Run 1, signal wires by layer:
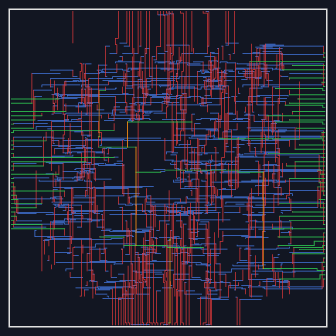
Run 1, clock network drawn from the DEF:
Bar = 20 µm.
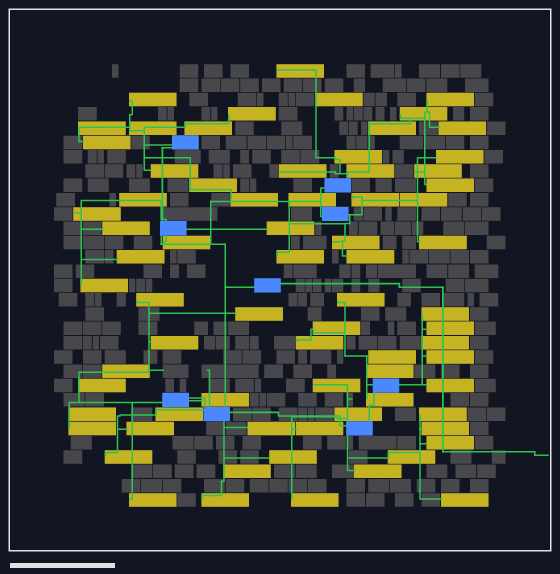
Run 1, I/O nets highlighted:
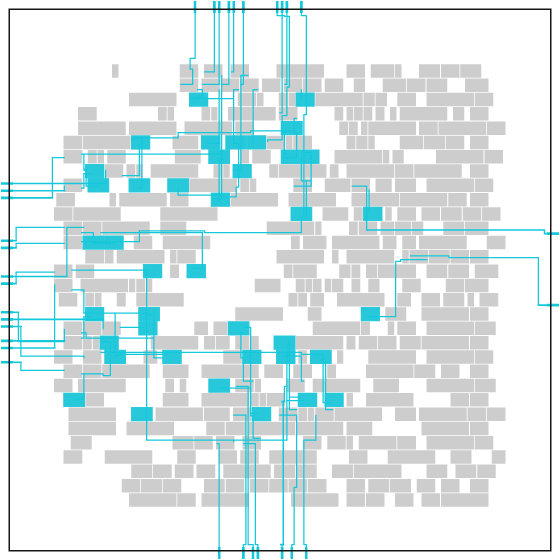
Run 1, clock wiring as the flow saved it:
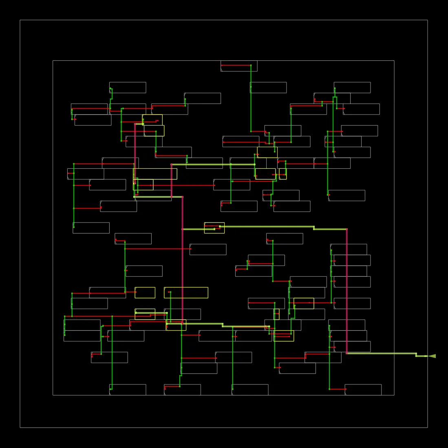
[src/rtl/reg_store_unit.sv]
// Store path from the register bank to RAM: lane formatting, single-outstanding write, ack timeout.
// Optional macro STORE_MISALIGN_TRAP_EN: misaligned half/word stores abort with err instead of being force-aligned.
//
// state   | meaning
// IDLE    | ready for a new STR request
// WRITE   | ramWe asserted, waiting for ramAck or timeout
// DONE    | one-cycle completion pulse
// ERROR   | one-cycle abort pulse (illegal request or timeout)
module reg_store_unit #(
    parameter int ADDR_W  = 32,
    parameter int TIMEOUT = 15,
    parameter int CNT_W   = 4
) (
    input  logic              clk,
    input  logic              rst_n,
    input  logic              strEn,
    output logic              strReady,
    input  logic [ADDR_W-1:0] addr,
    input  logic [31:0]       regData,
    input  logic [1:0]        size,
    output logic [ADDR_W-1:0] ramAddr,
    output logic [31:0]       ramWdata,
    output logic [3:0]        ramBe,
    output logic              ramWe,
    input  logic              ramAck,
    output logic              done,
    output logic              err,
    output logic              busy
);

    localparam logic [1:0] S_IDLE  = 2'd0;
    localparam logic [1:0] S_WRITE = 2'd1;
    localparam logic [1:0] S_DONE  = 2'd2;
    localparam logic [1:0] S_ERROR = 2'd3;

    localparam logic [CNT_W-1:0] C_LAST = CNT_W'(TIMEOUT - 1);

    logic [1:0]        r_state;
    logic [CNT_W-1:0]  r_cnt;
    logic [ADDR_W-1:0] r_addr;
    logic [31:0]       r_wdata;
    logic [3:0]        r_be;

    logic              w_legal;
    logic [31:0]       w_wdata;
    logic [3:0]        w_be;
    logic              w_accept;

    always_comb begin
        w_legal = (size != 2'b11);
`ifdef STORE_MISALIGN_TRAP_EN
        if (size == 2'b01 && addr[0])
            w_legal = 1'b0;
        if (size == 2'b10 && addr[1:0] != 2'b00)
            w_legal = 1'b0;
`endif
    end

    // Half-word lane select ignores addr[0], which is what force-aligns a misaligned half.
    always_comb begin
        w_wdata = regData;
        w_be    = 4'b1111;
        case (size)
            2'b00: begin
                w_wdata = {4{regData[7:0]}};
                w_be    = 4'b0001 << addr[1:0];
            end
            2'b01: begin
                w_wdata = {2{regData[15:0]}};
                w_be    = 4'b0011 << {addr[1], 1'b0};
            end
            default: begin
                w_wdata = regData;
                w_be    = 4'b1111;
            end
        endcase
    end

    assign w_accept = (r_state == S_IDLE) && strEn;

    always_ff @(posedge clk or negedge rst_n) begin
        if (!rst_n) begin
            r_state <= S_IDLE;
            r_cnt   <= '0;
            r_addr  <= '0;
            r_wdata <= '0;
            r_be    <= '0;
        end else begin
            case (r_state)
                S_IDLE: begin
                    if (w_accept) begin
                        r_addr  <= {addr[ADDR_W-1:2], 2'b00};
                        r_wdata <= w_wdata;
                        r_be    <= w_be;
                        r_cnt   <= '0;
                        r_state <= w_legal ? S_WRITE : S_ERROR;
                    end
                end
                S_WRITE: begin
                    // An ack in the final allowed cycle still counts as success.
                    if (ramAck) begin
                        r_state <= S_DONE;
                    end else begin
                        r_cnt <= r_cnt + CNT_W'(1);
                        if (r_cnt == C_LAST)
                            r_state <= S_ERROR;
                    end
                end
                S_DONE:  r_state <= S_IDLE;
                S_ERROR: r_state <= S_IDLE;
                default: r_state <= S_IDLE;
            endcase
        end
    end

    assign strReady = (r_state == S_IDLE);
    assign busy     = !strReady;
    assign ramWe    = (r_state == S_WRITE);
    assign ramBe    = ramWe ? r_be : 4'b0000;
    assign ramAddr  = r_addr;
    assign ramWdata = r_wdata;
    assign done     = (r_state == S_DONE);
    assign err      = (r_state == S_ERROR);

endmodule

[config.mk]
export PLATFORM = sky130hd
export DESIGN_NAME = reg_store_unit
export DESIGN_NICKNAME = d
export VERILOG_FILES = /design/src/rtl/reg_store_unit.sv
export SDC_FILE = /design/constraint.sdc
export NUM_CORES = 1
export LEC_CHECK = 0
export CAP_MARGIN = 20
export CORE_MARGIN = 8
export CORE_UTILIZATION = 42
export DETAILED_ROUTE_END_ITERATION = 7
export PLACE_DENSITY = 0.81
export SKIP_CTS_REPAIR_TIMING = 1
export SLEW_MARGIN = 10
export SYNTH_ARGS = -nofsm -noshare
export SYNTH_HDL_FRONTEND = slang
export SYNTH_SLANG_ARGS = --single-unit
export TNS_END_PERCENT = 10
[constraint.sdc]
create_clock -name clk -period 2.1 [get_ports clk]
set_input_delay 0.42 -clock clk [delete_from_list [all_inputs] [get_ports clk]]
set_output_delay 0.42 -clock clk [all_outputs]
set_load 0.02 [all_outputs]
==> flow_results.org, run 1 <==
* Implementation run

** Logic synthesis
- Ranking of synthesized cells by instance count :: sky130_fd_sc_hd__dfrtp_1 (72), sky130_fd_sc_hd__mux2_2 (46), sky130_fd_sc_hd__o21ai_0 (31), sky130_fd_sc_hd__nand2_1 (29), sky130_fd_sc_hd__mux2i_1 (24)
- Mean cell area of the mapped netlist :: 12.4 µm²
- Dominant cell area share :: 57.1%
- Among all flip-flop cells after synthesis, the most frequent one is sky130_fd_sc_hd__dfrtp_1.
- The synthesis report lists the most area-consuming cells as sky130_fd_sc_hd__dfrtp_1 (57%), sky130_fd_sc_hd__mux2_2 (16%), sky130_fd_sc_hd__mux2i_1 (7.6%).
- Count of yosys warnings during synthesis :: 0
- Largest family of logic cells by area :: multiplexers
- The synthesis run shows multiplexers occupying 24.0% of the cell area.
- The mapped netlist covers 3160 µm².
- The synthesized netlist devotes 0% of its cell area to XOR and XNOR gates.
- Ys flops :: 72
- For this run, the register share of the synthesized area comes to 57.1%.
- Flip-flops with a built-in enable :: 0
- Cell with the most instances after synthesis :: sky130_fd_sc_hd__dfrtp_1
- Summed over all instances, the cell type with the most area after synthesis is sky130_fd_sc_hd__dfrtp_1.
- In this run, the synthesized area fraction spent on and/or/nand/nor cells is recorded as 7.17%.
- Post-synthesis, Yosys gives the total cell area as 3160 µm².
- The cell-mix breakdown from Yosys lists the compound-gate area share as 6.58%.
- Yosys cell count :: 255
- Post-synthesis async set-or-reset flop share :: 100%
- Number of different library cells in the post-synthesis netlist :: 27
- The synthesized instance count is 255.
- Arithmetic-cell share of the synthesized area counting full adders, half adders and majority gates :: 0.792%

** Final layout
- According to the finish report, the design has a final net count of 471.
- Of the cells placed in the final design, the portion with a size suffix greater than 1 is 18.6%.
- The area growth from synthesis to layout is 55.4%.
- In the final layout, flip-flops and latches take up 36.7% of the cell area.
- Per the layout area report, the register area comes to 1800 µm².
- Cells fill 67.7% of the core in the end.
- Final-layout clock-cell area share :: 4.49%
- Counting only logic cells after layout, the most numerous master is sky130_fd_sc_hd__clkdlybuf4s50_1.
- 0 antenna diodes ended up in the layout.
- The finished cells cover 4910 µm².
- Comb area :: 1230 µm²
- Of all the cell area in the finished design, non-clock buffers hold 30.9%.
- Non-clock buffers in the final layout number 150.
- Invs w/o clock :: 4
- Cell class ranked first by area :: flip-flops and latches
- The final report lists a non-filler cell total of 502.
- By instance count after routing, the leading logic cell types are sky130_fd_sc_hd__clkdlybuf4s50_1 (132), sky130_fd_sc_hd__dfrtp_1 (72), sky130_fd_sc_hd__mux2_2 (46).
- Multi-input combinational area share :: 25.1%
- Count of filler cells inserted in the layout :: 565

** Routing
- The first routing iteration left 47 violations.
- Met3 WL :: 860 µm
- The detail route stage leaves a number of antenna-violating nets equal to 0.
- The highest layer touched by signal routing is met4.
- Via count normalized by instance count :: 4.89
- The DRC violation total left in the routed layout is recorded as 0.
- Before antenna repair, the detailed router went through 4 iterations.
- Per the detail_route log, met2 wirelength is 4080 µm.
- Length of routed wiring on met1 :: 3680 µm

** Setup path
- For reference, the critical path cell chain is buf_4, and2_1, clkdlybuf4s50_1.
- Cell count of the worst reg-to-reg path :: 4
- Reg2Reg Setup Slack :: 0.46 ns
- Largest fanout of any net on the critical path :: 6
- Start of the worst register-to-register path :: r_state[1]
- Data arrival, critical path :: 1.58 ns
- The OpenROAD report gives the critical path a required time of 1.68 ns.
- Slowest stage cell on the critical path :: sky130_fd_sc_hd__clkdlybuf4s50_1
- Among all stages on the critical path, the maximum delay recorded is 0.60 ns.
- Kind of launch point of the worst setup path :: flop
- The worst setup path is of the flop to output port kind.
- Endpoint class of the critical path :: output port
- The endpoint identified for the worst register-to-register timing path is r_cnt[2].

** CTS
- Buffer cell driving the clock tree root :: sky130_fd_sc_hd__clkbuf_8
- H-tree depth :: 3
- Clock slew at the register clock pins of the worst setup and hold paths :: 0.07 ns
- CTS tree :: yes
- The clock passes through at most 2 buffers.

** Placement
- Per the gpl log, the routability congestion estimate is 0.744.
- Number of placed instances with taps included :: 487
- After detailed placement, the total cell area comes to 4670 µm².
- STA on the placed design reports a worst setup slack of 0.105 ns.
- Detailed placement finished with a half-perimeter wire length of 6630 µm.

** Floorplanning
- Initial core utilization :: 43.5%
- Floorplan die width :: 103 µm
- Number of tap cells inserted :: 99
- The chip occupies 10500 µm².
- According to the floorplan report, the die height is 103 µm.
- Number of placement rows :: 31
- Area inside the core boundary :: 7250 µm²

** Power and ir drop
- Largest Pwr Group :: combinational logic
- For the sequential group, total power comes out at 2.41 mW.
- VDD sags by at most 0.731 mV.
- The power report lists cell-internal power as 4.63 mW.
- Combinational logic is responsible for 50.0% of the overall power.
- Registers are responsible for 33.2% of the overall power.
- Per the breakdown, switching nets consume 36.1% of all power.
- Per the OpenROAD power report, switching power amounts to 2.62 mW.
- Total power :: 7.25 mW
- For the combinational group, total power comes out at 3.62 mW.
- The script computed a power per unit cell area of 1480 nW/µm².
- The analysis attributes to cell leakage a power of 2.21 nW.

** STA
- Final-layout worst hold slack :: 0.0366 ns
- The worst path uses 95.4% of the clock period.
- Count of endpoints failing hold in the final timing report :: 0
- Max Transition Viols Final :: 0
- Final tally of setup violations :: 0
- Setup_tns :: 0 ns
- Achievable frequency :: 499 MHz
- The worst path needs 2.00 ns of the cycle, external delays included.
- Final worst setup slack :: 0.0960 ns
- Setup repair after global routing missed its margin :: false

** GRT
- Pin count of the biggest net entering global routing :: 80
- Global-route wire length before repair :: 13500 µm
- The via count of the first global-routing pass came to 2621.
- Per the GRT log, the top usage layer is met2.
- met3 track demand over resource after global routing is 7.16%.
- The number of antenna violations at the first check in global routing was 0.
- Global routing used 19.2% of the available met1 tracks.
- Global routing used 27.3% of the available met2 tracks.
- For this run the aggregate overflow at the end of global routing stands at 0.

** Min path
- Class of the tightest hold or removal check :: primary input to asynchronous set/reset pin

** Flow run
- Summing over the stages, the warning tally comes to 27.
- Maximum capacitance violations :: 0

** Outcome
- Result of the run :: finished clean
Notes on 'signal wires by layer' above:
[M2] red | wire length: 4080 µm
[M4] orange | wire length: 114 µm
[M1] blue | wire length: 3680 µm
[M3] green | wire length: 860 µm
number of vias in the routed layout: 2455
final routed wirelength across all metal layers: 8740 µm
combined global-route utilization of all metal layers: 16.7%
wire per inst: 17.4 µm

Notes on 'clock network drawn from the DEF' above:
[clock-net drivers] blue | count: 9
[clock wires] green | length: 921 µm
[flip-flops] yellow | count: 72
routed clock nets: 10
power dissipated in the clock network: 1.22 mW
worst skew pair latency: 0.34 ns
portion of total power attributed to the clock network: 16.8%
Clock Skews: 0.00692 ns

Notes on 'I/O nets highlighted' above:
[`regData`] cyan | bits: 32 | direction: input | edge: 13 west, 10 north, 7 south, 2 east | end cells: 40 | buffers: 32 | wire: 1370 µm
Port Buf Inserts: 140
ports placed on the boundary: 143

Notes on 'clock wiring as the flow saved it' above:
sequential cells: 72
CTS Sinks: 72
clock buffers created by TritonCTS: 9
count of clock buffers in the final design: 12

-- run 1: flip-flops by register name, indices dropped and copies added (netlist names) --
register,count
r_be,4
ramAddr,30
ramWdata,32
r_cnt,4
r_state,2
-- run 1: worst max path at each step --
stage                     cells past startpoint          end        from  slack (ns)
after floorplan                               2     ramBe[0]  r_state[0]        0.56
after global placement                        4  ramAddr[22]       strEn        0.14
after detailed placement                      4  ramAddr[29]       strEn        0.10
after CTS                                     3     ramBe[0]  r_state[1]       -0.12
after global routing                          2        ramWe  r_state[1]        0.04
final                                         3          err  r_state[1]         0.1
-- run 1: critical path: cells and delay by family, from the launching register on --
family / cells / cell delay [ns]
buffers and inverters: 2 / 0.74
flip-flops: 1 / 0.37
AND/OR/NAND/NOR: 1 / 0.13
Run 1, logic cells by family:
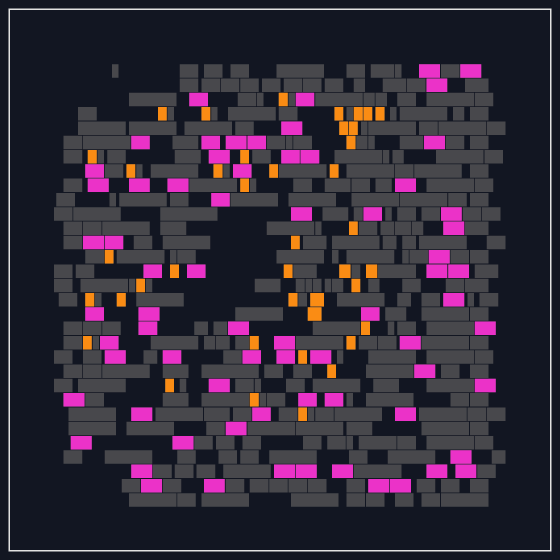

--- run 2 (diff from run 1) ---
- HOLD_SLACK_MARGIN: not set -> 0.15
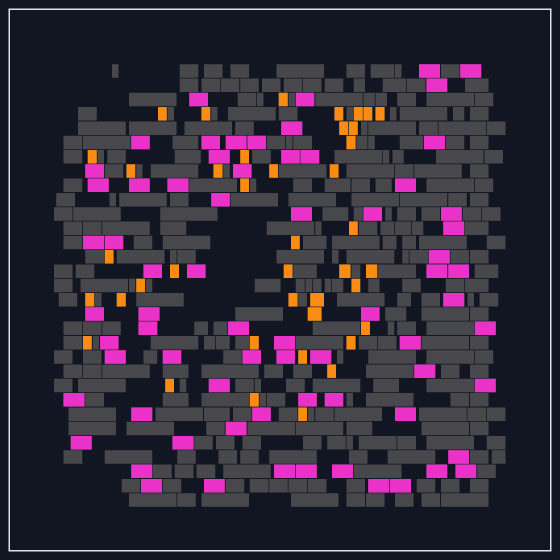
Run 2: logic cells by family
[aoi and oai cells] orange | cells: 40 | most used: o21ai_0
[mux cells] magenta | cells: 70 | most used: mux2_2 | where: spread over the die
number of standard cells in the layout, taps in and fillers out: 503
multi-input combinational area share: 25.0%
most frequent standard cell in the layout excluding fill and tap cells: sky130_fd_sc_hd__clkdlybuf4s50_1

==> run 2 against run 1 <==
Maximum frequency up 0.27%. Synthesized cell count stayed put. First-iteration DRC count grew 21%. Total power barely moved. Clock skew fell by 0.0011 ns. Critical path depth did not move. Sequential share of layout area shrank 0.075 points. Largest power group unchanged. Worst hold slack improved by 0.44 ns. Core utilization grew 0.14 points. Via count is 0.33% higher.
==> flow_results.org, run 2 <==
* Implementation run

** Floorplanning
- The core region is 7250 µm².
- Floorplan die width :: 103 µm
- Initial core utilization :: 43.5%
- Area of the die :: 10500 µm²
- According to the floorplan log, the row count is 31.
- 143 I/O pins were placed.
- Vertical die dimension :: 103 µm

** Routing
- The pre-antenna-repair detailed-routing pass consisted of 4 iterations.
- The routed design has 8730 µm of wire.
- Via count normalized by instance count :: 4.90
- TritonRoute output was used to compute an average wire per cell of 17.4 µm.
- Antenna-violating nets left :: 0
- The detailed router placed 2463 vias in this run.
- DRC marker count from the first detailed-route iteration :: 57

** Setup path
- Ordered list of cells on the worst path :: buf_4, and2_1, clkdlybuf4s50_1
- First element of the critical path :: r_state[1]
- Endpoint class of the critical path :: output port
- Longest individual stage delay on the worst path :: 0.60 ns
- Counting cells, the worst reg-to-reg path comes to 4.
- Largest fanout of any net on the critical path :: 6
- The launch point of the worst register-to-register path is recorded as r_state[1].
- The largest individual stage delay along the critical path comes from the cell sky130_fd_sc_hd__clkdlybuf4s50_1.
- The worst register-to-register path ends at r_cnt[2].
- In the setup report, the worst path falls into the class flop to output port.
- Counting buffers and inverters, the worst setup path is 3 cells deep.
- For the worst setup path, the data arrival time is 1.58 ns.
- STA classifies the critical path startpoint as a flop.
- For the worst setup path, the data required time is 1.68 ns.
- Family with the most delay on the worst path :: buffers and inverters
- Buffers and inverters on the worst path :: 2
- Per STA, the endpoint of the critical path is err.
- Reg2Reg Setup Slack :: 0.46 ns

** Final layout
- Nets :: 472
- Summing all multi-input logic gate instances after layout gives 1230 µm².
- Leading cell types in the layout, fill and taps excluded :: sky130_fd_sc_hd__clkdlybuf4s50_1 (132), sky130_fd_sc_hd__dfrtp_1 (72), sky130_fd_sc_hd__mux2_2 (46)
- Flip-flop count of the largest register after layout :: 32
- Antenna diodes :: 0
- Area of all placed cells without fillers :: 4920 µm²
- Count of filler cells inserted in the layout :: 562
- In the final layout, the share of cells above drive strength 1 is 18.6%.
- The flow measured a signed area growth from synthesis to layout of 55.7%.
- Final design utilization :: 67.8%
- Combined flip-flop and latch cell area :: 1800 µm²

** Power and ir drop
- Total net switching power :: 2.62 mW
- The power report lists the sequential group at 2.41 mW.
- Total power :: 7.26 mW
- The group that draws the most power in this run is combinational logic.
- The power report lists cell-internal power as 4.63 mW.
- Share of total power in combinational logic :: 50.0%
- For the combinational group, total power comes out at 3.63 mW.
- Seq pwr share :: 33.2%
- Portion of total power attributed to the clock network :: 16.8%
- Per the power-grid run, VDD falls by no more than 0.731 mV.
- The script computed a power per unit cell area of 1480 nW/µm².
- LEAKAGE :: 2.21 nW
- Power dissipated in the clock network :: 1.22 mW

** Logic synthesis
- Yosys attributes the largest share of cell area to sky130_fd_sc_hd__dfrtp_1 (57%), sky130_fd_sc_hd__mux2_2 (16%), sky130_fd_sc_hd__mux2i_1 (7.6%).
- The portion of synthesized area spent on multiplexers is 24.0%.
- Primary flip-flop cell chosen by synthesis mapping :: sky130_fd_sc_hd__dfrtp_1
- Xor/xnor cell area share of the yosys netlist :: 0%
- Synthesis handed over a netlist of 255 instances.
- Library cell occupying the most area in the post-synthesis netlist :: sky130_fd_sc_hd__dfrtp_1
- The synthesized netlist occupies a cell area of 3160 µm².
- In this run, synthesis inferred 0 flip-flops with an integrated enable.
- Number of different library cells in the post-synthesis netlist :: 27
- Mean cell area of the mapped netlist :: 12.4 µm²
- Count of yosys warnings during synthesis :: 0
- Share of synthesized area occupied by flip-flops and latches :: 57.1%
- Ys flops :: 72
- In the synthesized netlist the async set-or-reset flop fraction comes to 100%.
- Ranking of synthesized cells by instance count :: sky130_fd_sc_hd__dfrtp_1 (72), sky130_fd_sc_hd__mux2_2 (46), sky130_fd_sc_hd__o21ai_0 (31), sky130_fd_sc_hd__nand2_1 (29), sky130_fd_sc_hd__mux2i_1 (24)
- Arithmetic-cell share of the synthesized area counting full adders, half adders and majority gates :: 0.792%
- The synthesis run identifies the leading combinational cell family as multiplexers.
- Yosys instantiated no cell more often than sky130_fd_sc_hd__dfrtp_1.
- AND-OR/OR-AND Cells, Area Fraction :: 6.58%
- The synthesized design devotes to its leading area cell type 57.1% of total area.

** Min path
- The path class of the tightest hold or removal check is flop to flop.
- Startpoint of the worst hold path :: r_be[3]

** STA
- Adding up every negative setup slack in the final design gives 0 ns.
- Subtracting the final worst setup slack from the clock period gives 2.00 ns.
- For the final database, setup skew stands at 0.00580 ns.
- Max Transition Viols Final :: 0
- Achievable frequency :: 500 MHz
- Count of endpoints failing hold in the final timing report :: 0
- In the post-route analysis, the smallest setup slack over all paths is 0.101 ns.
- Setup repair after global routing left no endpoint under its margin.
- From the final report, the count of setup violators was given as 0.
- Final-layout worst hold slack :: 0.480 ns

** CTS
- CTS Sinks :: 72
- No sink is reached through more buffers than the 2 on the longest clock path.
- TritonCTS built the clock tree.
- Clock slew at the register clock pins of the worst setup and hold paths :: 0.07 ns
- The cell sitting at the root of the clock tree is a sky130_fd_sc_hd__clkbuf_8.
- Worst skew pair latency :: 0.34 ns
- Looking at the clock tree report, the H-tree level count equals 3.
- The CTS report gives the tree buffer count as 9.

** Placement
- During placement, the flow inserted port buffers numbering 140.
- Worst slack, placed :: 0.105 ns
- The detailed placer reported the number of placed instances as 487.
- HPWL after detailed placement :: 6630 µm
- After detailed placement, the total cell area comes to 4670 µm².
- Final GP Congestion :: 0.744

** GRT
- Global-route wire length before repair :: 13500 µm
- Number of antenna violations at the first check in global routing :: 0
- Pin count of the biggest net entering global routing :: 80
- Global routing finished with a remaining overflow of 0.
- The via count of the first global-routing pass came to 2621.
- Global routing used 16.7% of the available tracks.

** Outcome
- Result of the run :: finished clean

** Flow run
- Maximum capacitance violations :: 0
- The stage logs contain a warning count of 27.
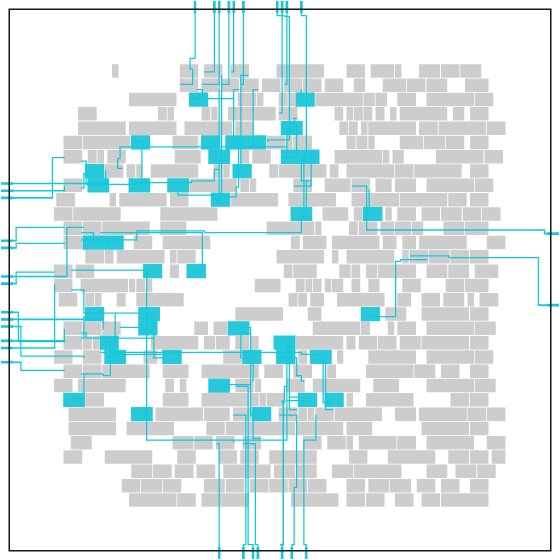
Run 2: I/O nets highlighted
[`regData`] cyan | bits: 32 | direction: input | edge: 13 west, 10 north, 7 south, 2 east | end cells: 40 | buffers: 32 | wire: 1360 µm

run 2: netlist changes by cell type in the layout (fill, tap and decap cells not counted):
cell / before / now
sky130_fd_sc_hd__dlygate4sd3_1: 0 / 1
run 2: cell type report:
type / instances / share of cell area [%]
clock buffers: 12 / 3.16
clock inverters: 3 / 1.32
inverters: 4 / 0.305
multi-input cells: 162 / 25.0
flip-flops and latches: 72 / 36.6
well taps: 99 / 2.52
repair buffers: 151 / 31.0
run 2: layer usage:
metal / wire [µm] / global-route usage [%] / up-vias
met3: 862 / 7.16 / 11
met5: 0 / 0 / -
met4: 113 / 5.53 / 0
met2: 4100 / 27.3 / 96
li1: - / - / 1162
met1: 3650 / 19.2 / 1194
No activity file was given, so power comes from the tool's default toggle rates.
